### src/rtl/uart_fifo_pkg.sv
// rtl/uart_fifo_pkg.sv - shared defaults and status bundle for the UART FIFO buffer
package uart_fifo_pkg;

  localparam int UART_FIFO_DW    = 8;
  localparam int UART_FIFO_DEPTH = 16;

  typedef struct packed {
    logic full;
    logic empty;
    logic afull;
    logic aempty;
    logic ovf;
    logic udf;
  } fifo_status_t;

endpackage

### src/rtl/uart_fifo_ram.sv
// rtl/uart_fifo_ram.sv - register-file storage for the UART FIFO buffer
// Clocked write port with enable, combinational read port by address.
module uart_fifo_ram
  import uart_fifo_pkg::*;
#(
  parameter int DATA_WIDTH = UART_FIFO_DW,
  parameter int ADDR_WIDTH = 4
) (
  input  logic                  clk,
  input  logic                  rst_n,
  input  logic                  we,
  input  logic [ADDR_WIDTH-1:0] waddr,
  input  logic [DATA_WIDTH-1:0] wdata,
  input  logic [ADDR_WIDTH-1:0] raddr,
  output logic [DATA_WIDTH-1:0] rdata
);

  localparam int DEPTH = 1 << ADDR_WIDTH;

  logic [DATA_WIDTH-1:0] mem [DEPTH];

  always_ff @(posedge clk or negedge rst_n) begin
    if (!rst_n) begin
      for (int i = 0; i < DEPTH; i++) mem[i] <= '0;
    end else if (we) begin
      mem[waddr] <= wdata;
    end
  end

  assign rdata = mem[raddr];

endmodule

### src/rtl/uart_fifo_buf.sv
// rtl/uart_fifo_buf.sv - parametrised UART TX/RX FIFO with flags, sticky errors and flush
// UART_FIFO_FWFT_EN selects first-word-fall-through read data; otherwise rdata is registered on pop.
module uart_fifo_buf
  import uart_fifo_pkg::*;
#(
  parameter int DATA_WIDTH    = UART_FIFO_DW,
  parameter int FIFO_DEPTH    = UART_FIFO_DEPTH,
  parameter int AFULL_THRESH  = FIFO_DEPTH - 2,
  parameter int AEMPTY_THRESH = 2,
  parameter int CNT_WIDTH     = $clog2(FIFO_DEPTH) + 1
) (
  input  logic                  i_fifo_clk,
  input  logic                  i_fifo_rst_n,
  input  logic                  i_fifo_push,
  input  logic [DATA_WIDTH-1:0] i_fifo_wdata,
  input  logic                  i_fifo_pop,
  output logic [DATA_WIDTH-1:0] o_fifo_rdata,
  input  logic                  i_fifo_flush,
  input  logic                  i_fifo_clr_err,
  output logic                  o_fifo_full,
  output logic                  o_fifo_empty,
  output logic                  o_fifo_afull,
  output logic                  o_fifo_aempty,
  output logic [CNT_WIDTH-1:0]  o_fifo_count,
  output logic                  o_fifo_ovf,
  output logic                  o_fifo_udf
);

  localparam int AW = CNT_WIDTH - 1;
  localparam logic [CNT_WIDTH-1:0] AFULL_T  = CNT_WIDTH'(AFULL_THRESH);
  localparam logic [CNT_WIDTH-1:0] AEMPTY_T = CNT_WIDTH'(AEMPTY_THRESH);
  localparam logic [CNT_WIDTH-1:0] ONE      = CNT_WIDTH'(1);

  if (FIFO_DEPTH < 2 || (FIFO_DEPTH & (FIFO_DEPTH - 1)) != 0) begin : g_bad_depth
    $error("uart_fifo_buf: FIFO_DEPTH must be a power of two >= 2");
  end
  if (AFULL_THRESH < 0 || AFULL_THRESH > FIFO_DEPTH ||
      AEMPTY_THRESH < 0 || AEMPTY_THRESH > FIFO_DEPTH) begin : g_bad_thresh
    $error("uart_fifo_buf: thresholds must lie in 0..FIFO_DEPTH");
  end

  logic [CNT_WIDTH-1:0]  wptr, rptr, count;
  logic [DATA_WIDTH-1:0] ram_rdata;
  logic                  full, empty, pop_ok, push_ok, ovf_q, udf_q;

  // A full FIFO can still take a push when the head leaves in the same cycle.
  always_comb begin
    empty   = (wptr == rptr);
    full    = (wptr[AW] != rptr[AW]) && (wptr[AW-1:0] == rptr[AW-1:0]);
    pop_ok  = i_fifo_pop && !empty;
    push_ok = i_fifo_push && (!full || pop_ok);
  end

  always_ff @(posedge i_fifo_clk or negedge i_fifo_rst_n) begin
    if (!i_fifo_rst_n) begin
      wptr  <= '0;
      rptr  <= '0;
      count <= '0;
    end else if (i_fifo_flush) begin
      wptr  <= '0;
      rptr  <= '0;
      count <= '0;
    end else begin
      if (push_ok) wptr <= wptr + ONE;
      if (pop_ok)  rptr <= rptr + ONE;
      case ({push_ok, pop_ok})
        2'b10:   count <= count + ONE;
        2'b01:   count <= count - ONE;
        default: count <= count;
      endcase
    end
  end

  // Flush swallows same-cycle requests, so they cannot raise errors either.
  always_ff @(posedge i_fifo_clk or negedge i_fifo_rst_n) begin
    if (!i_fifo_rst_n) begin
      ovf_q <= 1'b0;
      udf_q <= 1'b0;
    end else if (i_fifo_clr_err) begin
      ovf_q <= 1'b0;
      udf_q <= 1'b0;
    end else if (!i_fifo_flush) begin
      if (i_fifo_push && full && !pop_ok) ovf_q <= 1'b1;
      if (i_fifo_pop && empty)            udf_q <= 1'b1;
    end
  end

  uart_fifo_ram #(
    .DATA_WIDTH (DATA_WIDTH),
    .ADDR_WIDTH (AW)
  ) u_ram (
    .clk   (i_fifo_clk),
    .rst_n (i_fifo_rst_n),
    .we    (push_ok && !i_fifo_flush),
    .waddr (wptr[AW-1:0]),
    .wdata (i_fifo_wdata),
    .raddr (rptr[AW-1:0]),
    .rdata (ram_rdata)
  );

`ifdef UART_FIFO_FWFT_EN
  assign o_fifo_rdata = ram_rdata;
`else
  logic [DATA_WIDTH-1:0] rdata_q;

  always_ff @(posedge i_fifo_clk or negedge i_fifo_rst_n) begin
    if (!i_fifo_rst_n) begin
      rdata_q <= '0;
    end else if (pop_ok && !i_fifo_flush) begin
      rdata_q <= ram_rdata;
    end
  end

  assign o_fifo_rdata = rdata_q;
`endif

  assign o_fifo_full   = full;
  assign o_fifo_empty  = empty;
  assign o_fifo_afull  = (count >= AFULL_T);
  assign o_fifo_aempty = (count <= AEMPTY_T);
  assign o_fifo_count  = count;
  assign o_fifo_ovf    = ovf_q;
  assign o_fifo_udf    = udf_q;

endmodule

### config.mk
export PLATFORM = sky130hd
export DESIGN_NAME = uart_fifo_buf
export DESIGN_NICKNAME = d
export VERILOG_FILES = /design/src/rtl/uart_fifo_pkg.sv /design/src/rtl/uart_fifo_ram.sv /design/src/rtl/uart_fifo_buf.sv
export SDC_FILE = /design/constraint.sdc
export NUM_CORES = 1
export LEC_CHECK = 0
export ABC_AREA = 1
export CAP_MARGIN = 20
export CORE_MARGIN = 10
export CORE_UTILIZATION = 30
export CTS_BUF_LIST = sky130_fd_sc_hd__clkbuf_2 sky130_fd_sc_hd__clkbuf_4 sky130_fd_sc_hd__clkbuf_8
export CTS_CLUSTER_DIAMETER = 120
export DETAILED_ROUTE_END_ITERATION = 16
export HOLD_SLACK_MARGIN = 0.12
export PLACE_DENSITY_LB_ADDON = 0.1
export SKIP_CTS_REPAIR_TIMING = 1
export SLEW_MARGIN = 20
export SYNTH_ARGS = -nofsm -noshare
export SYNTH_HDL_FRONTEND = slang
export SYNTH_HIERARCHICAL = 1
export SYNTH_SLANG_ARGS = --single-unit
### constraint.sdc
create_clock -name i_fifo_clk -period 2 [get_ports i_fifo_clk]
set_input_delay 0.6 -clock i_fifo_clk [delete_from_list [all_inputs] [get_ports i_fifo_clk]]
set_output_delay 0.6 -clock i_fifo_clk [all_outputs]
set_load 0.1 [all_outputs]
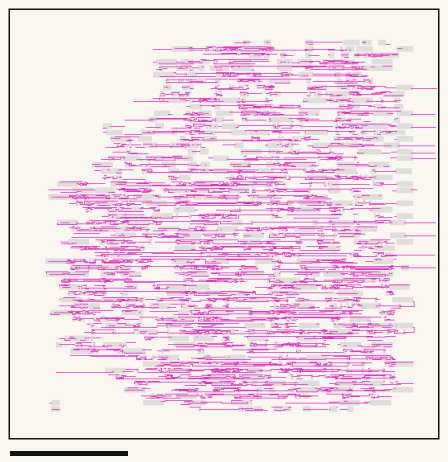
layer_met1.png
Scale bar: 50 microns. Cells faint in the background.
The wires run mostly horizontal. The longest straight run is 55.4 microns. 1081 nets have wire on it. The layer carries 12100 microns of wire.

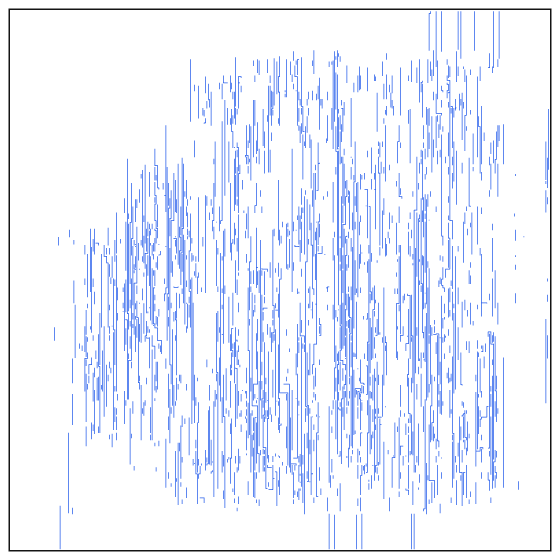
layer_met2.png
The layer carries 11300 microns of wire. The longest straight run is 87.9 microns. The wires run mostly vertical.

==> flow_summary_export.csv <==
group,metric,value,unit
run_status,outcome,"complete, but fails checks",
run_status,violations,"setup timing",
global_routing,grt_max_degree,56,
cells_and_area,layout-drive-gt1-share,0.203,
pwr,swShare,0.403,
pwr,pg_clk,2370,uW
placement,pre_cts_slack,-443,ps
cells_and_area,comb_area,0.00352,sq mm
logic_synthesis,synth-xor-area-share,0.00788,
die,fp_util,0.307,
logic_synthesis,ff_type,"dfrtp_1",
cells_and_area,top_area_cell_class,"flip-flops and latches",
job,maxCapViolations,0,
pwr,p_seq,3810,uW
final_timing,fmax,434,MHz
global_routing,busiest_layer,"met2",
final_timing,finalClockSkew,21.1,ps
cells_and_area,final-seq-area,0.00385,sq mm
logic_synthesis,fp_nets,1049,
logic_synthesis,netlist-cell-type-count,35,
global_routing,overflow,0,
logic_synthesis,ys.flops,153,
logic_synthesis,mux_share,0,
die,n_tap_cell,330,
logic_synthesis,seq_area_frac_synth,0.492,
placement,place.gp.congestion,0.800,
logic_synthesis,simple_gate_area_frac,0.283,
worst_setup_path,path_buffers,3,
logic_synthesis,async_reset_ff_frac,1.00,
drt,drc,0,
pwr,p_int,6030,uW
logic_synthesis,netlist_area,0.00778,sq mm
die,io_pins,33,
pwr,comb-power,3920,uW
cells_and_area,regMostFlops,"u_ram/mem",
pwr,power_density,983,mW/mm^2
worst_setup_path,r2r_start,"wptr[0]$_DFFE_PN0P_",
logic_synthesis,top_cell,"nand2_1",
worst_hold_path,whs_endpoint,"u_ram/mem[90]$_DFFE_PN0P_",
final_timing,fin_ws,-305,ps
die,die-area,0.0328,sq mm
cells_and_area,sh_seq_area,0.375,
worst_setup_path,critical-path-top-delay-family,"flip-flops",
clock_tree,path_clk_slew,90,ps
cells_and_area,utilization,0.405,
worst_setup_path,reg2regPathDepth,19,
placement,dp_cells,1407,
worst_setup_path,crit_slowest_cell,"dfrtp_2",
worst_setup_path,crit_start,"wptr[0]$_DFFE_PN0P_",
clock_tree,cts_sinks,153,
logic_synthesis,ys_warn_count,6,
drt,dr_wl_met3,1210,microns
final_timing,setup_viol,7,
pwr,power_frac_clock,0.235,
pwr,share_comb_of_total_power,0.388,
drt,postRouteAntennaNets,0,
logic_synthesis,syn_avg_cell_area,7.56,sq um
global_routing,first_global_vias,6308,
clock_tree,cts_max_path_buffers,2,
global_routing,use_met1,0.210,
worst_setup_path,crit_path_start_kind,"flop",
final_timing,finalCritPeriodShare,1.15,
worst_setup_path,rrSetupSlack,-160,ps
worst_setup_path,worstPathMaxFanout,3,
cells_and_area,final_cell_mix,"nand2_1, inv_1, dfrtp_1, o21ai_1, nand3_1",
drt,wl_met1,12100,microns
worst_hold_path,hold_path_depth,2,
placement,hpwl,16300,microns
final_timing,timing_hold_violations_final,0,
cells_and_area,fill_cells,2587,
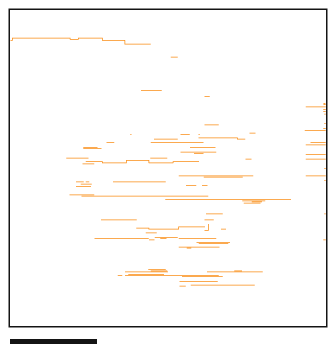
layer_met3.png
Scale bar: 50 microns.
The layer carries 1210 microns of wire. The wires run mostly horizontal. The longest straight run is 72.2 microns. The layer holds 4.9% of the routed length. 65 nets have wire on it.

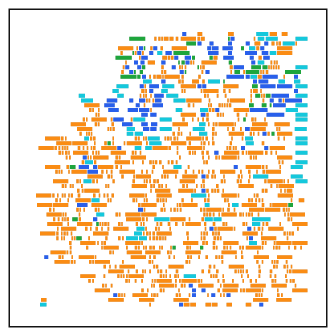
sizes.png
Key: green = _2 cells [cells 42, share 3.7%]; cyan = _6 and larger [cells 77, share 6.8%]; orange = _0 and _1 cells [cells 904, share 80%]; blue = _3 and _4 cells [cells 111, share 9.8%]

Power is estimated from default activity; no workload was simulated.
